<file path="src/rtl/imm_encoder.sv">
// Packs a 64-bit immediate into the immediate field of a LEGv8 instruction word.
// Wide immediates (IW) expand into a MOVZ/MOVK sequence emitted one word per handshake.
module imm_encoder (
    input  logic        CLK,
    input  logic        Reset,
    input  logic        InValid,
    output logic        InReady,
    input  logic [2:0]  InCtrl,
    input  logic [63:0] InValue,
    input  logic [31:0] InTemplate,
    output logic        OutValid,
    input  logic        OutReady,
    output logic [31:0] OutInstr,
    output logic        OutLast,
    output logic        OutErr
);

    localparam logic [2:0] CTRL_I  = 3'b000;
    localparam logic [2:0] CTRL_D  = 3'b001;
    localparam logic [2:0] CTRL_CB = 3'b010;
    localparam logic [2:0] CTRL_B  = 3'b011;
    localparam logic [2:0] CTRL_IW = 3'b100;

    typedef enum logic {IDLE, EMIT} state_t;

    state_t      state;
    logic [2:0]  ctrl_q;
    logic [63:0] value_q;
    logic [31:0] tmpl_q;
    logic [1:0]  hw_q;

    function automatic logic [3:0] nz_halves(input logic [63:0] v);
        return {v[63:48] != '0, v[47:32] != '0, v[31:16] != '0, v[15:0] != '0};
    endfunction

    // Lowest set halfword index; an all-zero mask maps to hw 0 (MOVZ #0).
    function automatic logic [1:0] lowest(input logic [3:0] m);
        casez (m)
            4'b???1: return 2'd0;
            4'b??10: return 2'd1;
            4'b?100: return 2'd2;
            4'b1000: return 2'd3;
            default: return 2'd0;
        endcase
    endfunction

    function automatic logic [3:0] above(input logic [3:0] nz, input logic [1:0] hw);
        logic [3:0] m;
        m = 4'b1110 << hw;
        return nz & m;
    endfunction

    function automatic logic [31:0] iw_word(input logic [63:0] v, input logic [31:0] t,
                                            input logic [1:0] hw, input logic movk);
        logic [31:0] w;
        w        = t & ~32'h007F_FFE0;
        w[22:21] = hw;
        w[20:5]  = v[{hw, 4'b0000} +: 16];
        if (movk)
            w[29] = 1'b1;
        return w;
    endfunction

    logic [31:0] acc_instr, acc_mask, acc_field;
    logic        acc_last, acc_err, acc_fits;
    logic [1:0]  acc_hw;
    logic [3:0]  in_nz;

    always_comb begin
        acc_mask  = '0;
        acc_field = '0;
        acc_fits  = 1'b1;
        acc_hw    = '0;
        acc_last  = 1'b1;
        acc_err   = 1'b0;
        in_nz     = nz_halves(InValue);
        acc_instr = InTemplate;
        case (InCtrl)
            CTRL_I: begin
                acc_mask  = 32'h003F_FC00;
                acc_field = {10'b0, InValue[11:0], 10'b0};
                acc_fits  = InValue[63:12] == '0;
            end
            CTRL_D: begin
                acc_mask  = 32'h001F_F000;
                acc_field = {11'b0, InValue[8:0], 12'b0};
                acc_fits  = InValue[63:8] == {56{InValue[8]}};
            end
            CTRL_CB: begin
                acc_mask  = 32'h00FF_FFE0;
                acc_field = {8'b0, InValue[18:0], 5'b0};
                acc_fits  = InValue[63:18] == {46{InValue[18]}};
            end
            CTRL_B: begin
                acc_mask  = 32'h03FF_FFFF;
                acc_field = {6'b0, InValue[25:0]};
                acc_fits  = InValue[63:25] == {39{InValue[25]}};
            end
            CTRL_IW: begin
                acc_hw   = lowest(in_nz);
                acc_last = ~|above(in_nz, acc_hw);
            end
            default: acc_fits = 1'b0;
        endcase
        if (InCtrl == CTRL_IW)
            acc_instr = iw_word(InValue, InTemplate, acc_hw, 1'b0);
        else if (acc_fits)
            acc_instr = (InTemplate & ~acc_mask) | acc_field;
        else
            acc_err = 1'b1;
    end

    logic [3:0]  q_nz, q_above;
    logic [1:0]  nx_hw;
    logic [31:0] nx_instr;
    logic        nx_last;

    always_comb begin
        q_nz     = nz_halves(value_q);
        q_above  = above(q_nz, hw_q);
        nx_hw    = lowest(q_above);
        nx_instr = iw_word(value_q, tmpl_q, nx_hw, 1'b1);
        nx_last  = ~|above(q_nz, nx_hw);
    end

    always_comb InReady = (state == IDLE);

    always_ff @(posedge CLK) begin
        if (Reset) begin
            state    <= IDLE;
            ctrl_q   <= '0;
            value_q  <= '0;
            tmpl_q   <= '0;
            hw_q     <= '0;
            OutValid <= 1'b0;
            OutInstr <= '0;
            OutLast  <= 1'b0;
            OutErr   <= 1'b0;
        end else begin
            case (state)
                IDLE: begin
                    if (InValid) begin
                        ctrl_q   <= InCtrl;
                        value_q  <= InValue;
                        tmpl_q   <= InTemplate;
                        hw_q     <= acc_hw;
                        OutValid <= 1'b1;
                        OutInstr <= acc_instr;
                        OutLast  <= acc_last;
                        OutErr   <= acc_err;
                        state    <= EMIT;
                    end
                end
                EMIT: begin
                    if (OutReady) begin
                        if (OutLast || ctrl_q != CTRL_IW) begin
                            OutValid <= 1'b0;
                            state    <= IDLE;
                        end else begin
                            hw_q     <= nx_hw;
                            OutInstr <= nx_instr;
                            OutLast  <= nx_last;
                        end
                    end
                end
                default: state <= IDLE;
            endcase
        end
    end

endmodule

</file>
<file path="config.mk">
export PLATFORM = sky130hd
export DESIGN_NAME = imm_encoder
export DESIGN_NICKNAME = d
export VERILOG_FILES = /design/src/rtl/imm_encoder.sv
export SDC_FILE = /design/constraint.sdc
export NUM_CORES = 1
export LEC_CHECK = 0
export ABC_CLOCK_PERIOD_IN_PS = 9000
export CORE_UTILIZATION = 55
export CTS_CLUSTER_DIAMETER = 200
export DETAILED_ROUTE_END_ITERATION = 6
export DONT_BUFFER_PORTS = 1
export MAX_ROUTING_LAYER = met4
export PLACE_DENSITY = 0.8
export SYNTH_ARGS = -nofsm -noshare
export SYNTH_HDL_FRONTEND = slang
export SYNTH_SLANG_ARGS = --single-unit
</file>
<file path="constraint.sdc">
create_clock -name CLK -period 9 [get_ports CLK]
set_clock_uncertainty 0.15 [all_clocks]
set_input_delay 2.25 -clock CLK [delete_from_list [all_inputs] [get_ports CLK]]
set_output_delay 2.25 -clock CLK [all_outputs]
set_load 0.05 [all_outputs]
</file>
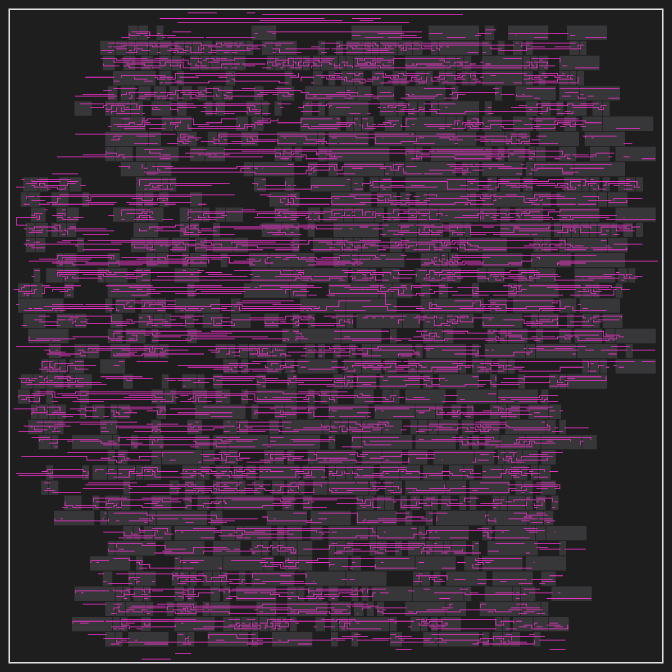
**Above:** metal 1.
Cells faint in the background.
- longest straight run: 56.1 um
- wire length on this layer: 10,100 um
- share of all routed wire: 37%
- main direction: horizontal

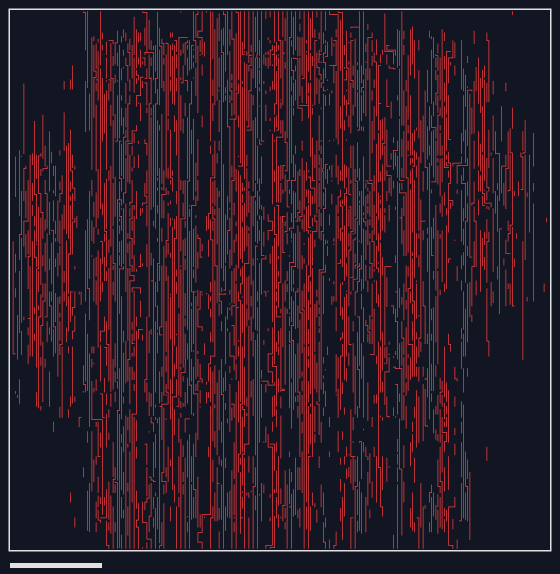
**Above:** met2 routing.
The bar under the picture is 20 um long.
- nets with wire on the layer: 821
- longest straight run: 58.5 um
- wire length on this layer: 11,800 um
- main direction: vertical

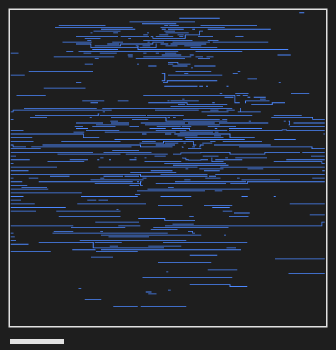
**Above:** M3 wires.
The bar under the picture is 20 um long.
- nets with wire on the layer: 204
- wire length on this layer: 3,930 um
- longest straight run: 58.0 um
- main direction: horizontal
Total Routed Length: 27,420 um
met3 Use GR: 15.09%
detailed-route via count: 7,727

## placed cells by master, fill, tap and decap left out, types with 5 or more instances in the layout
cell type and count:
a211oi_1 6, a21oi_1 132, a221oi_1 15, a31oi_1 24, and3_1 7, buf_4 11
clkbuf_16 17, clkinv_2 6, dfxtp_1 117, inv_1 10, mux2i_1 54, mux4_2 9
nand2_1 211, nand3_1 28, nand3b_1 8, nand4_1 9, nor2_1 47, nor3_1 32
nor3b_1 8, nor4_1 22, o211a_1 9, o211ai_1 5, o21ai_0 11, o21ai_1 7
o221ai_1 9, o22ai_1 9, o31ai_1 7, or3_1 7, or3b_1 9, or4_1 8
## synthesized netlist by cell type, types with 9 or more instances
master    number  area, um^2
a21oi_1      132       660.6
a221oi_1      15       131.4
a31oi_1       24       150.1
clkbuf_1      64       240.2
dfxtp_1      118        2362
inv_1         10       37.54
mux2i_1       54       540.5
mux4_2         9       202.7
nand2_1      212       795.8
nand3_1       28       140.1
nand4_1        9       56.30
nor2_1        47       176.4
nor3_1        32       160.2
nor4_1        23       143.9
o211a_1        9       90.09
o21ai_0       11       55.05
o221ai_1       9       78.83
o22ai_1        9       56.30
or3b_1         9       78.83
## report_power, final
group	leakage, nW	total, mW	switching (mW)	internal [mW]
logic	1.47	0.228	0.135	0.0934
registers	0.970	0.636	0.0773	0.559
clock network	0.298	0.697	0.245	0.452
total	2.73	1.56	0.457	1.10
## registers in the layout, indices dropped and copies added (netlist names)
signal / cells
OutErr: 1
OutInstr: 32
OutLast: 1
OutValid: 1
ctrl_q: 3
hw_q: 2
state: 1
tmpl_q: 13
value_q: 64
## critical path, stage by stage
cell and delay (ps):
inv_1 60, ha_1 140, or4b_1 480, nor4_4 350
inv_2 110, nor2_4 390, nand2_2 340, o221a_1 310
o31a_1 280, a311o_1 310
==> flow_summary_export.csv <==
group,metric,value,unit
place,pre_cts_slack,3775,ps
drt,route.met3.wl,3925,um
final_layout,nets,1018,
yosys,synth-main-ff-cell,"dfxtp_1",
final_timing,fin_setup_tns,0,ps
critical_path,start_kind,"input port",
final_layout,final_util,61.49,%
yosys,mux_share,10.38,%
yosys,ys.flops,118,
final_layout,comb_cells,754,
global_routing,grt-busiest-layer,"met2",
critical_path,arrival,5030,ps
drt,vias_per_cell,7.037,
final_layout,n_sequential_cell,118,
drt,met1_length,10140,um
clocking,postCtsSetupRepairBufs,0,
critical_path,crit_required,9160,ps
floorplan,fp_util,56.90,%
power,total_leakage_power,2.734,nW
run_status,status,"complete, but fails checks",
global_routing,grt_overflow_total,0,
critical_path,crit_path_start,"InValue[8]",
global_routing,grt_pass1_vias,7128,
hold_path,worstHoldStart,"ctrl_q[1]$_SDFFE_PP0P_",
yosys,synthesis.nets,1068,
drt,wl_per_cell,24.97,um
final_timing,hold_slack,297.6,ps
global_routing,grt_max_degree,107,
final_layout,clk_share,7.614,%
drt,drc,2,
final_timing,final_max_slew_viol_count,0,
critical_path,rr_startpoint,"OutLast$_SDFFE_PP0P_",
place,gp_congestion,0.9756,
yosys,avgSynthCellArea,7.547,um^2
hold_path,holdPathStages,2,
final_layout,fill_cells,1131,
final_layout,n_all_inverters,11,
clocking,ctsHtreeMaxLevel,4,
floorplan,floorplan.rows,41,
final_timing,worst_pin_slew,1023,ps
final_timing,max_freq,0.2052,GHz
final_timing,setup_violations,0,
yosys,ys_warn_count,0,
final_layout,logic_area,4552,um^2
global_routing,grt_usage,42.11,%
run_status,failed_checks,"DRC",
yosys,ys_sh_simple,29.52,%
Power is estimated from default activity; no workload was simulated.
